**Cell density map**

The die is cut into 10 by 10 equal tiles; white is low, dark blue is high, 0 to 100% covered.
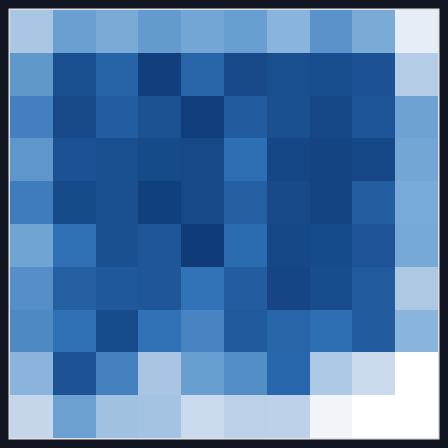
**Met2 routing**

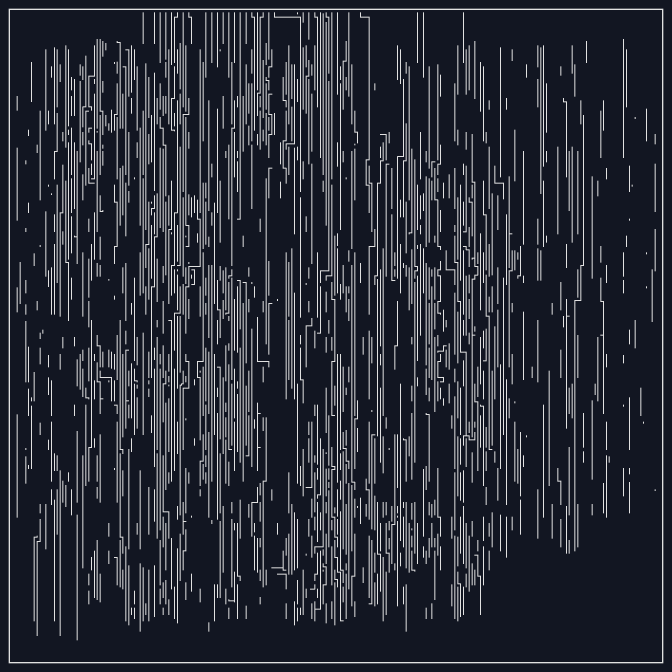
**Logic cells by family**

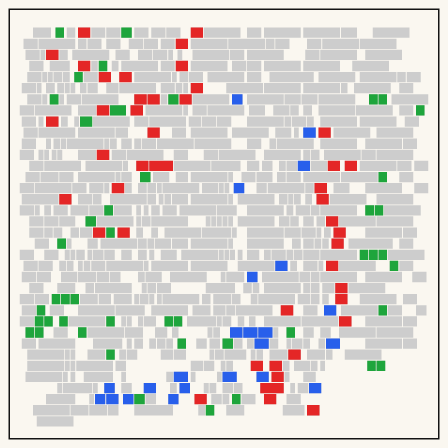
**Routed metal, one color a layer**

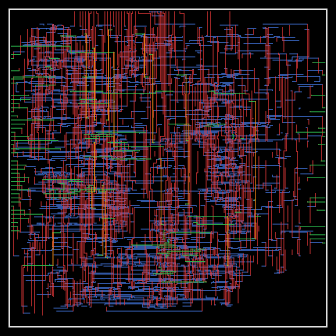
`config.mk`:
```
export PLATFORM = sky130hd
export DESIGN_NAME = pixel_proc_pipe
export DESIGN_NICKNAME = d
export VERILOG_FILES = /design/src/rtl/pixel_pipe_pkg.sv /design/src/rtl/pixel_dither.sv /design/src/rtl/pixel_proc_pipe.sv
export SDC_FILE = /design/constraint.sdc
export NUM_CORES = 1
export LEC_CHECK = 0
export CORE_MARGIN = 2
export CORE_UTILIZATION = 59
export DETAILED_ROUTE_END_ITERATION = 10
export HOLD_SLACK_MARGIN = 0.02
export PLACE_DENSITY = 0.86
export REMOVE_ABC_BUFFERS = 1
export SLEW_MARGIN = 5
export SYNTH_ARGS = -nofsm -noshare
export SYNTH_HDL_FRONTEND = slang
export SYNTH_HIERARCHICAL = 1
export SYNTH_SLANG_ARGS = --single-unit
```
`constraint.sdc`:
```
create_clock -name clk -period 7.13 [get_ports clk]
set_input_delay 1.426 -clock clk [delete_from_list [all_inputs] [get_ports clk]]
set_output_delay 1.426 -clock clk [all_outputs]
set_load 0.02 [all_outputs]
```
`src/rtl/pixel_pipe_pkg.sv`:
```
// Shared types for the pixel pipeline: mode word layout, channel permutation
// codes, the delayed timing tag and the 2x2 ordered-dither threshold table.
package pixel_pipe_pkg;

    typedef enum logic [2:0] {
        PERM_RGB = 3'd0,
        PERM_RBG = 3'd1,
        PERM_GRB = 3'd2,
        PERM_GBR = 3'd3,
        PERM_BRG = 3'd4,
        PERM_BGR = 3'd5
    } perm_e;

    // inv[0] inverts the red output channel, inv[2] the blue one.
    typedef struct packed {
        logic [2:0] inv;
        perm_e      perm;
        logic       gray;
        logic       dither;
    } mode_t;

    // Only what later stages need from the raster position travels down the pipe.
    typedef struct packed {
        logic vis;
        logic hpar;
        logic vpar;
        logic hs;
        logic vs;
    } tag_t;

    localparam logic [1:0] BAYER [4] = '{2'd0, 2'd2, 2'd3, 2'd1};

endpackage

```
`src/rtl/pixel_dither.sv`:
```
// Ordered-dither adder: adds a position-dependent threshold to each channel
// and clamps to full scale instead of wrapping.
module pixel_dither
    import pixel_pipe_pkg::*;
#(
    parameter int CH_W  = 8,
    parameter int OUT_W = 4
) (
    input  logic [3*CH_W-1:0] data_i,
    input  logic              en_i,
    input  logic [1:0]        phase_i,
    output logic [3*CH_W-1:0] data_o
);

    localparam int SHIFT = CH_W - OUT_W - 2;

    logic [CH_W-1:0] thr;

    assign thr = en_i ? (CH_W'(BAYER[phase_i]) << SHIFT) : '0;

    genvar gi;
    generate
        for (gi = 0; gi < 3; gi++) begin : g_ch
            logic [CH_W:0] sum;
            assign sum = {1'b0, data_i[gi*CH_W +: CH_W]} + {1'b0, thr};
            assign data_o[gi*CH_W +: CH_W] = sum[CH_W] ? {CH_W{1'b1}} : sum[CH_W-1:0];
        end
    endgenerate

endmodule

```
`src/rtl/pixel_proc_pipe.sv`:
```
// Frame-buffer to VGA pixel pipeline: address generation, then dither, gray,
// channel scramble and output quantisation, with syncs delayed to match.
module pixel_proc_pipe
    import pixel_pipe_pkg::*;
#(
    parameter int CH_W       = 8,
    parameter int OUT_W      = 4,
    parameter int CNT_W      = 11,
    parameter int ADDR_W     = 18,
    parameter int IMG_W_LOG2 = 9,
    parameter int SCALE_LOG2 = 1,
    parameter int MEM_LAT    = 2
) (
    input  logic                 clk,
    input  logic                 rst_n,
    input  logic [CNT_W-1:0]     hc_visible,
    input  logic [CNT_W-1:0]     vc_visible,
    input  logic                 hs_in,
    input  logic                 vs_in,
    input  logic [7:0]           mode_in,
    output logic                 mem_en,
    output logic [ADDR_W-1:0]    mem_addr,
    input  logic [3*CH_W-1:0]    mem_data,
    output logic [OUT_W-1:0]     vga_r,
    output logic [OUT_W-1:0]     vga_g,
    output logic [OUT_W-1:0]     vga_b,
    output logic                 vga_hs,
    output logic                 vga_vs,
    output logic                 frame_start
);

    localparam int DLY = MEM_LAT + 4;

    typedef logic [2:0][CH_W-1:0] px_t;   // [2]=R, [1]=G, [0]=B

    logic [CNT_W-1:0]  hx, vy;
    logic [ADDR_W-1:0] mem_addr_d, mem_addr_q;
    logic              mem_en_q;
    tag_t              tag_d;
    tag_t              tag_q [DLY];
    mode_t             mode_q;
    logic              vs_prev_q, frame_start_q, vs_fall;
    logic              g_blank_q, s_blank_q;
    logic [3*CH_W-1:0] dith_d;
    px_t               d_q, g_d, g_q, s_d, s_q;
    logic [CH_W+1:0]   gray_sum;
    logic [CH_W-1:0]   gray_avg;
    logic [OUT_W-1:0]  vga_r_q, vga_g_q, vga_b_q;
    logic              vga_hs_q, vga_vs_q;

    assign hx         = (hc_visible - CNT_W'(1)) >> SCALE_LOG2;
    assign vy         = (vc_visible - CNT_W'(1)) >> SCALE_LOG2;
    assign mem_addr_d = ADDR_W'(hx) + (ADDR_W'(vy) << IMG_W_LOG2);

    assign tag_d.vis  = (hc_visible != '0) && (vc_visible != '0);
    assign tag_d.hpar = hc_visible[0];
    assign tag_d.vpar = vc_visible[0];
    assign tag_d.hs   = hs_in;
    assign tag_d.vs   = vs_in;

    assign vs_fall = vs_prev_q & ~vs_in;

    pixel_dither #(.CH_W(CH_W), .OUT_W(OUT_W)) u_dither (
        .data_i  (mem_data),
        .en_i    (mode_q.dither),
        .phase_i ({tag_q[MEM_LAT].vpar, tag_q[MEM_LAT].hpar}),
        .data_o  (dith_d)
    );

    always_comb begin
        gray_sum = (CH_W+2)'(d_q[2]) + (CH_W+2)'(d_q[1]) + (CH_W+2)'(d_q[0]);
        gray_avg = CH_W'(gray_sum / (CH_W+2)'(3));
        g_d      = mode_q.gray ? {3{gray_avg}} : d_q;
    end

    always_comb begin
        s_d = '0;
        case (mode_q.perm)
            PERM_RGB: s_d = {g_q[2], g_q[1], g_q[0]};
            PERM_RBG: s_d = {g_q[2], g_q[0], g_q[1]};
            PERM_GRB: s_d = {g_q[1], g_q[2], g_q[0]};
            PERM_GBR: s_d = {g_q[1], g_q[0], g_q[2]};
            PERM_BRG: s_d = {g_q[0], g_q[2], g_q[1]};
            PERM_BGR: s_d = {g_q[0], g_q[1], g_q[2]};
            default:  s_d = '0;
        endcase
        for (int i = 0; i < 3; i++) begin
            if (mode_q.inv[2-i]) s_d[i] = ~s_d[i];
        end
    end

    always_ff @(posedge clk or negedge rst_n) begin
        if (!rst_n) begin
            mem_en_q      <= 1'b0;
            mem_addr_q    <= '0;
            for (int i = 0; i < DLY; i++) tag_q[i] <= '0;
            vs_prev_q     <= 1'b0;
            frame_start_q <= 1'b0;
            mode_q        <= '0;
            d_q           <= '0;
            g_q           <= '0;
            s_q           <= '0;
            g_blank_q     <= 1'b0;
            s_blank_q     <= 1'b0;
            vga_r_q       <= '0;
            vga_g_q       <= '0;
            vga_b_q       <= '0;
            vga_hs_q      <= 1'b0;
            vga_vs_q      <= 1'b0;
        end else begin
            mem_en_q   <= tag_d.vis;
            mem_addr_q <= mem_addr_d;
            tag_q[0]   <= tag_d;
            for (int i = 1; i < DLY; i++) tag_q[i] <= tag_q[i-1];

            vs_prev_q     <= vs_in;
            frame_start_q <= vs_fall;
            if (vs_fall) mode_q <= mode_t'(mode_in);

            d_q <= dith_d;
            g_q <= g_d;
            s_q <= s_d;
            // Pixels sitting in D or G when the mode flips saw both modes; suppress them.
            g_blank_q <= frame_start_q;
            s_blank_q <= g_blank_q | frame_start_q;

            if (tag_q[DLY-1].vis && !s_blank_q) begin
                vga_r_q <= s_q[2][CH_W-1 -: OUT_W];
                vga_g_q <= s_q[1][CH_W-1 -: OUT_W];
                vga_b_q <= s_q[0][CH_W-1 -: OUT_W];
            end else begin
                vga_r_q <= '0;
                vga_g_q <= '0;
                vga_b_q <= '0;
            end
            vga_hs_q <= tag_q[DLY-1].hs;
            vga_vs_q <= tag_q[DLY-1].vs;
        end
    end

    assign mem_en      = mem_en_q;
    assign mem_addr    = mem_addr_q;
    assign frame_start = frame_start_q;
    assign vga_r       = vga_r_q;
    assign vga_g       = vga_g_q;
    assign vga_b       = vga_b_q;
    assign vga_hs      = vga_hs_q;
    assign vga_vs      = vga_vs_q;

endmodule

```
==> deck_impl_summary.md <==
Key Metrics from the Run

Run
  • Maxcap violations: 0

Detailed routing
  • Vias per cell: 5.87
  • DR WL met3: 733 um

Power and ir drop
  • Power Sequential: 875 uW
  • P_clk: 830 uW
  • IR drop worst, VDD: 0.165 mV
  • Pwr Total: 2.64 mW
  • Comb power: 940 uW

Clocking
  • CTS root buf: clkbuf_8
  • Post-cts resize count: 0
  • Htree depth: 4
  • CTS sink cnt: 115

Global routing
  • Largest net degree at the start of global routing: 86
  • Initial antenna violation count: 0

Timing
  • Setup TNS: 0 ns
  • # setup viols final: 0

Setup path
  • Setup CP Type: in2reg
  • Critical Path Sink Type: flop
  • Worst r2r src: d_q[1]$_DFF_PN0_

Logic synthesis
  • Average cell area after synthesis: 10.8 sq um
  • Yosys Warn Count: 6

Finish
  • Flop share of the area: 38.2%
  • Dominant kind of cell: registers
  • Final Util: 76.7%
  • Layout clock buffers: 17
  • Sequential Area: 0.00288 sq mm
  • Nets@finish: 723

Die
  • Die width: 105 um
  • IO Count: 92

Run status
  • Status: completed
## Picture notes: 'cell density map'
tiles over 75% full: 51%
fullest tile: 95%
nearly empty tiles: 3.0%

## Picture notes: 'met2 routing'
share of all routed wire: 53%
nets with wire on the layer: 649
longest straight run: 40.3 um

## Picture notes: 'logic cells by family'
| color | family | cells | most used |
|---|---|---|---|
| green | AND and OR gates | 46 | or2_2 |
| red | XOR/XNOR gates | 44 | xnor2_1 |
| blue | AND-OR and OR-AND gates | 23 | a211o_1 |

## Picture notes: 'routed metal, one color a layer'
| color | layer | wire length |
|---|---|---|
| blue | met1 | 5500 um |
| red | met2 | 7350 um |
| green | met3 | 734 um |
| orange | met4 | 367 um |

logic make-up (layout without fill, tap and decap cells):
group           Yosys count  after routing  synth area share (%)
simple gates            155            155                  14.2
compound gates          122            122                  14.5
flops                   115            115                  48.0
buf+inv                  62            157                  4.23
xor+xnor                 44             44                  6.67
mux                      33             33                  5.90
fa+ha+maj                26             26                  6.55
worst paths after layout:
path / cells past startpoint / end
worst max-delay path: 12 / mem_addr[17]$_DFF_PN0_
worst min-delay path: 0 / tag_q[11]$_DFF_PN0_
worst max register to register: 12 / g_q[13]$_DFF_PN0_
worst min register to register: 0 / tag_q[11]$_DFF_PN0_
max in group asynchronous: 2 / d_q[12]$_DFF_PN0_
min in group asynchronous: 1 / vga_g[0]$_DFF_PN0_
No activity file was given, so power comes from the tool's default toggle rates.
